--- config.mk ---
export PLATFORM = sky130hd
export DESIGN_NAME = falafel_input_fsm
export DESIGN_NICKNAME = d
export VERILOG_FILES = /design/src/rtl/falafel_input_fsm.sv
export SDC_FILE = /design/constraint.sdc
export NUM_CORES = 1
export LEC_CHECK = 0
export ABC_AREA = 1
export CORE_UTILIZATION = 43
export DETAILED_ROUTE_END_ITERATION = 10
export PLACE_DENSITY = 0.77
export SLEW_MARGIN = 40
export SYNTH_ARGS = -nofsm -noshare
export SYNTH_HDL_FRONTEND = slang
export SYNTH_SLANG_ARGS = --single-unit
--- constraint.sdc ---
create_clock -name clk_i -period 1.6 [get_ports clk_i]
set_clock_uncertainty 0.1 [all_clocks]
set_input_delay 0.32 -clock clk_i [delete_from_list [all_inputs] [get_ports clk_i]]
set_output_delay 0.32 -clock clk_i [all_outputs]
set_load 0.05 [all_outputs]
--- src/rtl/falafel_input_fsm.sv ---
// falafel_input_fsm: request-side duplicate-beat checker.
// Every logical request word arrives twice (primary then copy). The primary
// is buffered; the copy is compared against it and the word is pushed into
// the request FIFO only when both beats agree. A disagreement parks the block
// in ERROR with a sticky flag until software pulses err_clr_i.

package falafel_pkg;
  localparam int DATA_W = 64;
endpackage

module falafel_input_fsm #(
  parameter int DATA_W = falafel_pkg::DATA_W,
  parameter int CNT_W  = 16
) (
  input  logic              clk_i,
  input  logic              rst_i,
  input  logic              req_val_i,
  output logic              req_rdy_o,
  input  logic [DATA_W-1:0] req_data_i,
  input  logic              req_fifo_full_i,
  output logic              req_fifo_write_o,
  output logic [DATA_W-1:0] req_fifo_din_o,
  output logic              err_o,
  input  logic              err_clr_i,
  output logic [CNT_W-1:0]  word_cnt_o
);

  typedef enum logic [1:0] {
    FIRST  = 2'd0,
    SECOND = 2'd1,
    ERROR  = 2'd2
  } state_t;

  state_t             state_reg, state_next;
  logic [DATA_W-1:0]  buffer_reg, buffer_next;
  logic               err_reg, err_next;
  logic [CNT_W-1:0]   cnt_reg, cnt_next;
  logic               rdy_int;
  logic               write_int;
  logic               accept;

  // State and datapath registers; reset discards any half-received pair.
  always_ff @(posedge clk_i) begin
    if (rst_i) begin
      state_reg  <= FIRST;
      buffer_reg <= '0;
      err_reg    <= 1'b0;
      cnt_reg    <= '0;
    end else begin
      state_reg  <= state_next;
      buffer_reg <= buffer_next;
      err_reg    <= err_next;
      cnt_reg    <= cnt_next;
    end
  end

  // Next-state logic, handshake readiness and FIFO write decision.
  always_comb begin
    state_next  = state_reg;
    buffer_next = buffer_reg;
    err_next    = err_reg;
    cnt_next    = cnt_reg;
    rdy_int     = 1'b0;
    write_int   = 1'b0;
    accept      = 1'b0;

    case (state_reg)
      FIRST: begin
        // Primary beats never depend on FIFO space; only the copy writes.
        rdy_int = 1'b1;
        accept  = req_val_i;
        if (accept) begin
          buffer_next = req_data_i;
          state_next  = SECOND;
        end
      end
      SECOND: begin
        // Stall the copy while full so a write is never issued into a full FIFO.
        rdy_int = !req_fifo_full_i;
        accept  = req_val_i && rdy_int;
        if (accept) begin
          if (req_data_i == buffer_reg) begin
            write_int  = 1'b1;
            cnt_next   = cnt_reg + 1'b1;
            state_next = FIRST;
          end else begin
            err_next   = 1'b1;
            state_next = ERROR;
          end
        end
      end
      ERROR: begin
        // Blocked until cleared; ready returns only on the cycle after the clear.
        rdy_int = 1'b0;
        if (err_clr_i) begin
          err_next   = 1'b0;
          state_next = FIRST;
        end
      end
      default: begin
        state_next = FIRST;
      end
    endcase
  end

  // Output drive; while rst_i is high the outputs show their reset values at once.
  always_comb begin
    req_rdy_o        = rst_i ? 1'b1 : rdy_int;
    req_fifo_write_o = !rst_i && write_int;
    req_fifo_din_o   = rst_i ? '0 : buffer_reg;
    err_o            = !rst_i && err_reg;
    word_cnt_o       = rst_i ? '0 : cnt_reg;
  end

endmodule

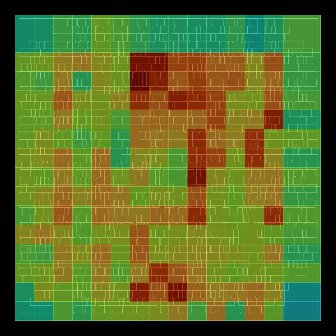
*Routing congestion, run 1*
gr busiest metal: met2
final cell utilization of the core: 74.64%
Avg WL per Cell: 11.67 um

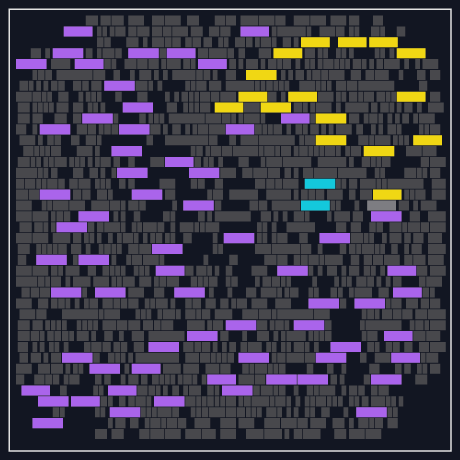
*Register map, names as in the netlist, run 1*
(4 px per um) Other sequential cells in the stronger grey, the rest of the logic in the fainter grey.
| netlist name | colour | sequential cells |
|---|---|---|
| `buffer_reg` | purple | 64 |
| `cnt_reg` | yellow | 16 |
| `state_reg` | cyan | 2 |

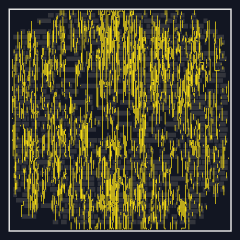
*The metal 2 layer, run 1*
(2 px per um) Cells faint in the background.
nets with wire on the layer: 958
longest straight run: 49.1 um
share of all routed wire: 50%

==> GITHUB_STEP_SUMMARY, run 1 <==
### Yosys + OpenROAD results

| Metric | Value |
|---|---|
| WHS | about 0.16 ns |
| First-pass GRT wire length | 22.47 mm |
| Logic Gate Count | around 580 |
| Non-clk buf share | a little under a third |
| # resized after CTS | between 90 and 100 |
| Clk pin slew, worst setup/hold paths | approximately 0.060 ns |
| Global Route Usage Sum | 23.66% |
| Main area contributors after synthesis | dfxtp_1, nand2_1, nor2_1, inv_1, a21oi_1 |
| Dpl cells | roughly 1,200 |
| Largest logic family | simple AND/OR/NAND/NOR gates |
| Final hold vios | 0 |
| Count of library flops with an enable pin | 0 |
| Buf/Inv on CP | 3 |
| RSZ-0062 raised after global routing | true |
| Max VDD drop | ~0.74 mV |
| Nets | 1,184 |
| Residual DRC count | 0 |
| Post-synth seq share | 33.08% |
| Largest net degree at the start of global routing | about 65 |
| Synth Warn # | 0 |
| DIE WIDTH | 110.1 um |
| Dominant kind of cell | multi-input combinational cells |
| Flops | 83 |
| Cts hold-fix bufs | 0 |
| Worst-Margin Slew | 0.2833 ns |
| Status | complete, but fails checks |
| Complex Gates by Area | 13.58% |
| Synthesized area | about 5000 um2 |
| PwrDens | 773.1 nW/um2 |
| Seq area share | about 20% |
| Setup violators final | 20 |
| MUX area fraction | 0% |
| Antenna violations before repair | 1 |
| Number of fill cells | 910 |
| Largest area contributor in the netlist | dfxtp_1 |
| Crit start category | input port |
| Pre-antenna DRT Iters | 4 |
| Clk root buf | clkbuf_16 |
| Routed vias | about 5,800 |
| Clk ins delay skew pair | 0.35 ns |
| Worst Hold Class | in -> reg |
| Most frequent cells in the layout | nand2_1, inv_1, buf_4 |
| Clk buf depth | 2 |
| Setup TNS | -7.947 ns |
| Area leader share | 33.08% |
| Final WS setup | -0.7123 ns |
| TritonCTS clock tree | built |
| Grt total ovfl | 0 |
| Critical path's slowest cell | clkdlybuf4s50_1 |
| Yosys top cell by instances | nand2_1 |
| P&R area growth vs syn | 69.71% |
| Number of DRC markers in iteration 0 | 276 |
| CTS sink cnt | just over 80 |
| Postcts setup bufs | 5 |
| Fa+ha+maj area frac | less than 1% |
| YS chip area | 5022 um2 |
| Number of port buffers | 151 |
| CTS H-tree lvls | 3 |
| Post-route clock period utilization | 144.5% |
| Post-place setup slack | -0.8646 ns |
| CP Cell Sequence | clkdlybuf4s50_1 > xnor2_1 > nand2_1 > nor2_2 > nand2_1 > nor2_2 > nand2_2 > nor2_4 > nand3_4 > clkinvlp_4 > buf_12 |
| CTS buffer count | 9 |
| Avg Cell Area, Syn | around 5.9 um2 |
| Failing checks | setup timing |
| Crit path DRT | about 1.2 ns |
| Lkg Pwr | between 4 and 5 nW |
| Slew margin rel. | between 80% and 90% |
| XOR/XNOR share of the synthesized area | around 5.6% |
| Number of global-route vias before repair | about 5,200 |
| Most common cell after layout, fill and taps aside | nand2_1 |
| Overall Power | 6.590 mW |
| Antenna Cells | 1 |
| Pins over their slew limit | 0 |
| FP Rows | 39 |
| Die ar. | 12,120 um2 |
| Top cells by count, synth | nand2_1, nor2_1, inv_1 |
| Crit Path Class | in -> out |
| Simple-Gate Fraction of Synth Area | between 30% and 40% |
| R2r setup slk | -0.46 ns |
| Tap cells | around 140 |
| HPWL Detailed | approximately 10 mm |
| Async set-reset flop share out of synthesis | 0% |
-- run 1: worst paths after layout --
kind | startpoint | endpoint | cells after the start
max | req_data_i[20] | req_fifo_write_o | 11
min reg2reg | cnt_reg[5] | cnt_reg[5] | 2
min | req_data_i[48] | buffer_reg[48] | 3
max reg2reg | buffer_reg[32] | cnt_reg[3] | 16
-- run 1: where the power goes --
group | internal [mW] | switching [mW]
clock network | 1.44 | 0.876
logic | 0.847 | 1.07
registers | 2.24 | 0.106
-- run 1: metal layers --
metal	part of all wire (%)	global-route usage, %
met2	50	41.43
met1	42	27.40
met3	6.7	8.407
met5	0	0
met4	0.89	5.619
==> run 2: changes to the inputs <==
--- a/config.mk
+++ b/config.mk
@@ -8,6 +8,7 @@
 export ABC_AREA = 1
 export CORE_UTILIZATION = 43
 export DETAILED_ROUTE_END_ITERATION = 10
+export MAX_ROUTING_LAYER = met4
 export PLACE_DENSITY = 0.77
 export SLEW_MARGIN = 40
 export SYNTH_ARGS = -nofsm -noshare
==> GITHUB_STEP_SUMMARY, run 2 <==
### Yosys + OpenROAD results

| Metric | Value |
|---|---|
| Crit start category | input port (unchanged) |
| Area leader share | 33.08% (unchanged) |
| Internal power | 4.534 mW (was 4.533 mW) |
| Die ar. | 12,120 um2 (unchanged) |
| Sequential power | 2.35 mW (about the same) |
| Critical path's slowest cell | clkdlybuf4s50_1 (unchanged) |
| Worst flop-to-flop path endpoint | cnt_reg[3] (unchanged) |
| PwrDens | 773.5 nW/um2 (was 773.1 nW/um2) |
| Final WS setup | -0.7141 ns (was -0.7123 ns) |
| Post-place setup slack | -0.8646 ns (unchanged) |
| Met1 Track Usage GR | 28.01% (was 27.40%) |
| FP Rows | 39 (unchanged) |
| Number of DRC markers in iteration 0 | 277 (was 276) |
| Postcts setup bufs | 5 (unchanged) |
| Power share of the sequential group | 35.6% (about the same) |
| Most frequent cells in the layout | nand2_1, inv_1, buf_4 (unchanged) |
| Clk pwr | 2.32 mW (about the same) |
| Antenna violations before repair | 1 (unchanged) |
| Gr busiest metal | met2 (unchanged) |
| Net Sw Frac | 31.23% (was 31.20%) |
| CTS H-tree lvls | 3 (unchanged) |
| CP Cell Sequence | clkdlybuf4s50_1 > xnor2_1 > nand2_1 > nor2_2 > nand2_1 > nor2_2 > nand2_2 > nor2_4 > nand3_4 > clkinvlp_4 > buf_12 (unchanged) |
| Global Route Usage Sum | 24.37% (was 23.66%) |
| # resized after CTS | 97 (unchanged) |
| Nets | 1,184 (unchanged) |
| Count of library flops with an enable pin | 0 (unchanged) |
| Residual DRC count | 0 (unchanged) |
| R2R cell count | 16 (unchanged) |
| Most common cell after layout, fill and taps aside | nand2_1 (unchanged) |
| Grt total ovfl | 0 (unchanged) |
| Met1 wire length | 6.379 mm (was 6.177 mm) |
| Clock group share of total power | 35.2% (about the same) |
| DIE WIDTH | 110.1 um (unchanged) |
| Worst-Margin Slew | 0.2915 ns (was 0.2833 ns) |
| P_sw | 2.059 mW (was 2.056 mW) |
| Failing checks | setup timing (unchanged) |
| Lkg Pwr | 4.210 nW (about the same) |
| Logic pwr share | 29.2% (about the same) |
| RR Startpoint | buffer_reg[32] (unchanged) |
| Main area contributors after synthesis | dfxtp_1, nand2_1, nor2_1, inv_1, a21oi_1 (unchanged) |
| Crit path capture | req_fifo_write_o (unchanged) |
| Setup violators final | 21 (was 20) |
| Clk ins delay skew pair | 0.35 ns (about the same) |
| Routed vias | 5,826 (was 5,828) |
| Top cells by count, synth | nand2_1, nor2_1, inv_1 (unchanged) |
| Crit path depth | 11 (unchanged) |
| Crit path DRT | 1.18 ns (about the same) |
| Met2 Routed Length | 7.443 mm (was 7.442 mm) |
| Dpl cells | 1,237 (unchanged) |
| Largest net degree at the start of global routing | 65 (unchanged) |
| Met3 routed WL | 816 um (was 992 um) |
| Status | complete, but fails checks (unchanged) |
| Clk root buf | clkbuf_16 (unchanged) |
| Max Used Layer | met4 (unchanged) |
| R2r setup slk | -0.47 ns (was -0.46 ns) |
| HPWL Detailed | 10.19 mm (unchanged) |
| Number of global-route vias before repair | 5,230 (was 5,233) |
| Post-synth seq share | 33.08% (unchanged) |
## run 2: cell type report
class                   instances  area (um2)
clock buffers                  11       252.7
repair buffers                283        2678
fillers                       910        2895
multi-input cells             576        3002
clock inverters                 5       75.07
inverters                     161       608.1
diodes                          1       2.502
flip-flops and latches         83        1727
well taps                     143       178.9
## run 2: cell families after synthesis
family                   synth area share [%]
buffers and inverters                   14.92
AND/OR/NAND/NOR                         32.59
adder cells (fa/ha/maj)                0.2491
flip-flops                              33.08
AND-OR/OR-AND                           13.58
XOR/XNOR                                5.580
## run 2: through the flow
step	total power, mW	cell area (um2)	TNS [ns]
3_5_place_dp	4.174	7470	-29.46
4_1_cts	6.516	7996	-6.862
5_1_grt	6.921	8523	-10.67
6_report	6.593	8523	-8.032
3_3_place_gp	4.143	7470	-28.20
2_1_floorplan	3.379	5104	-11.99
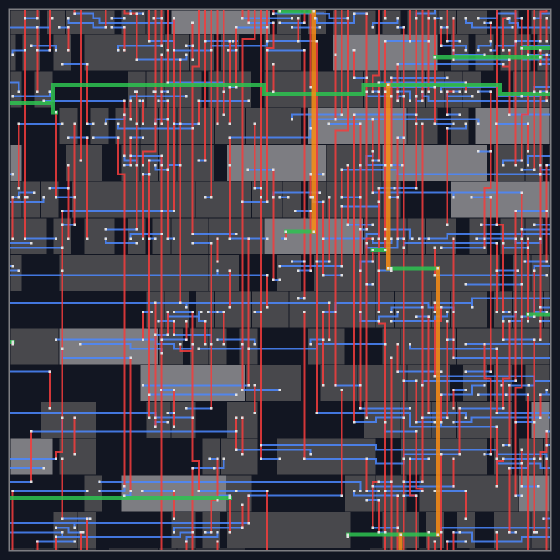
*Zoomed window, run 2*
Region (35, 57) to (75, 97) um. Cells in grey, sequential cells in the stronger grey; small squares are vias.
| layer | colour |
|---|---|
| M4 | orange |
| M2 | red |
| M3 | green |
| M1 | blue |
sequential cells in the window: 11
netlist names of flops here include: `buffer_reg` (6), `cnt_reg` (5)
most frequent: nand2_1 (27), inv_1 (20), buf_4 (20)
cells with their middle in the window: 157

==> run 3: changes to the inputs <==
--- a/config.mk
+++ b/config.mk
@@ -8,6 +8,7 @@
 export ABC_AREA = 1
 export CORE_UTILIZATION = 43
 export DETAILED_ROUTE_END_ITERATION = 10
+export GPL_TIMING_DRIVEN = 0
 export MAX_ROUTING_LAYER = met4
 export PLACE_DENSITY = 0.77
 export SLEW_MARGIN = 40
==> GITHUB_STEP_SUMMARY, run 3 <==
### Yosys + OpenROAD results

| Metric | Value |
|---|---|
| Comb area | 3083 um2 (was 3002 um2) |
| Number of fill cells | 983 (was 910) |
| YS chip area | 5022 um2 (unchanged) |
| Tap cells | 143 (unchanged) |
| Most common cell after layout, fill and taps aside | nand2_1 (unchanged) |
| First-pass GRT wire length | 23.12 mm (was 22.49 mm) |
| Non-clk buf share | 26.32% (was 31.42%) |
| Most frequent cells in the layout | nand2_1, inv_1, nor2_1 (was nand2_1, inv_1, buf_4) |
| Net Sw Frac | 32.66% (was 31.23%) |
| Clk pin slew, worst setup/hold paths | 0.07 ns (was 0.06 ns) |
| Worst-Margin Slew | 0.4748 ns (was 0.2915 ns) |
| Worst flop-to-flop path endpoint | cnt_reg[11] (was cnt_reg[3]) |
| R2r setup slk | -0.49 ns (was -0.47 ns) |
| Final hold vios | 0 (unchanged) |
| Final cell utilization of the core | 70.02% (was 74.64%) |
| Power share of the sequential group | 37.1% (was 35.6%) |
| Clk buf depth | 2 (unchanged) |
| Buf/Inv on CP | 5 (was 3) |
| Seq area share | 21.25% (was 20.26%) |
| Crit Path Class | reg -> out (was in -> out) |
| Number of port buffers | 151 (unchanged) |
| Design area | 7995 um2 (was 8523 um2) |
| Clk pwr | 2.25 mW (was 2.32 mW) |
| Hold Path Origin | req_data_i[7] (was req_data_i[48]) |
| # resized after CTS | 655 (was 97) |
| CTS H-tree lvls | 3 (unchanged) |
| Area leader share | 33.08% (unchanged) |
| Final WS setup | -0.8343 ns (was -0.7141 ns) |
| TritonCTS clock tree | built (unchanged) |
| Bufs w/o clock | 219 (was 283) |
| Hold Path Stages | 3 (unchanged) |
| R2R cell count | 17 (was 16) |
| Async set-reset flop share out of synthesis | 0% (unchanged) |
| Residual DRC count | 0 (unchanged) |
| Layout clock buffers | 12 (was 11) |
| Inverters | 161 (unchanged) |
| DIE WIDTH | 110.1 um (unchanged) |
| Crit path DRT | 1.18 ns (about the same) |
| Grt total ovfl | 0 (unchanged) |
| Pre-antenna DRT Iters | 5 (was 4) |
| Logic pwr share | 27.4% (was 29.2%) |
| Cts hold-fix bufs | 0 (unchanged) |
| Yosys top cell by instances | nand2_1 (unchanged) |
| Flops | 83 (unchanged) |
| Global Route Usage Sum | 25.45% (was 24.37%) |
| Dominant kind of cell | multi-input combinational cells (unchanged) |
| CTS sink cnt | 83 (unchanged) |
| Setup violators final | 19 (was 21) |
| Critical path's slowest cell | dfxtp_2 (was clkdlybuf4s50_1) |
| Number of global-route vias before repair | 4,983 (was 5,230) |
| Failing checks | setup timing (unchanged) |
| Max VDD drop | 0.5764 mV (was 0.7450 mV) |
| Pins over their slew limit | 0 (unchanged) |
| Number of DRC markers in iteration 0 | 290 (was 277) |
| Status | complete, but fails checks (unchanged) |
| Crit path depth | 14 (was 11) |
| Lkg Pwr | 3.897 nW (was 4.210 nW) |
| Clk ins delay skew pair | 0.34 ns (was 0.35 ns) |
| Crit start category | register (was input port) |
| PwrDens | 791.5 nW/um2 (was 773.5 nW/um2) |
| Post-route clock period utilization | 152.1% (was 144.6%) |
| Top cells by count, synth | nand2_1, nor2_1, inv_1 (unchanged) |
| Avg Cell Area, Syn | 5.888 um2 (unchanged) |
| Main area contributors after synthesis | dfxtp_1, nand2_1, nor2_1, inv_1, a21oi_1 (unchanged) |
| P_sw | 2.067 mW (was 2.059 mW) |
| Crit path capture | req_fifo_write_o (unchanged) |
| Register Area | 1699 um2 (was 1727 um2) |
| Post-place setup slack | -1.717 ns (was -0.8646 ns) |
| Clock network area share | 3.897% (was 3.846%) |
| Avg WL per Cell | 13.16 um (was 11.70 um) |
| Worst Hold Class | in -> reg (unchanged) |
| Hold EP | buffer_reg[7] (was buffer_reg[48]) |
| WHS | 0.1689 ns (was 0.1564 ns) |
## run 3: cell counts after synthesis
Identical to the previous run, type by type.
## run 3: per-layer routing
layer | track usage, % | vias to the layer above | share of wire [%]
met1 | 31.24 | 2641 | 44
met4 | 9.714 | 0 | 2.1
met2 | 41.43 | 172 | 48
met5 | - | - | 0
li1 | - | 2965 | -
met3 | 4.762 | 29 | 5.7
## run 3: cell families (layout without fill, tap and decap cells)
family | after synthesis | in the layout | synth area share [%]
and+or+nand+nor | 408 | 408 | 32.59
buffers and inverters | 194 | 396 | 14.92
AOI/OAI and AO/OA | 135 | 135 | 13.58
DFF | 83 | 83 | 33.08
xor gates and xnor gates | 32 | 32 | 5.580
adders and majority gates | 1 | 1 | 0.2491
other | 0 | 2 | 0
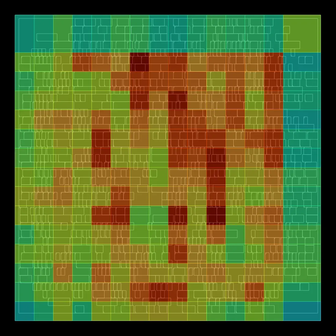
*Routing congestion, run 3*
met1 Track Usage GR: 31.24%
met3 usage: 4.762%

No activity file was given, so power comes from the tool's default toggle rates.
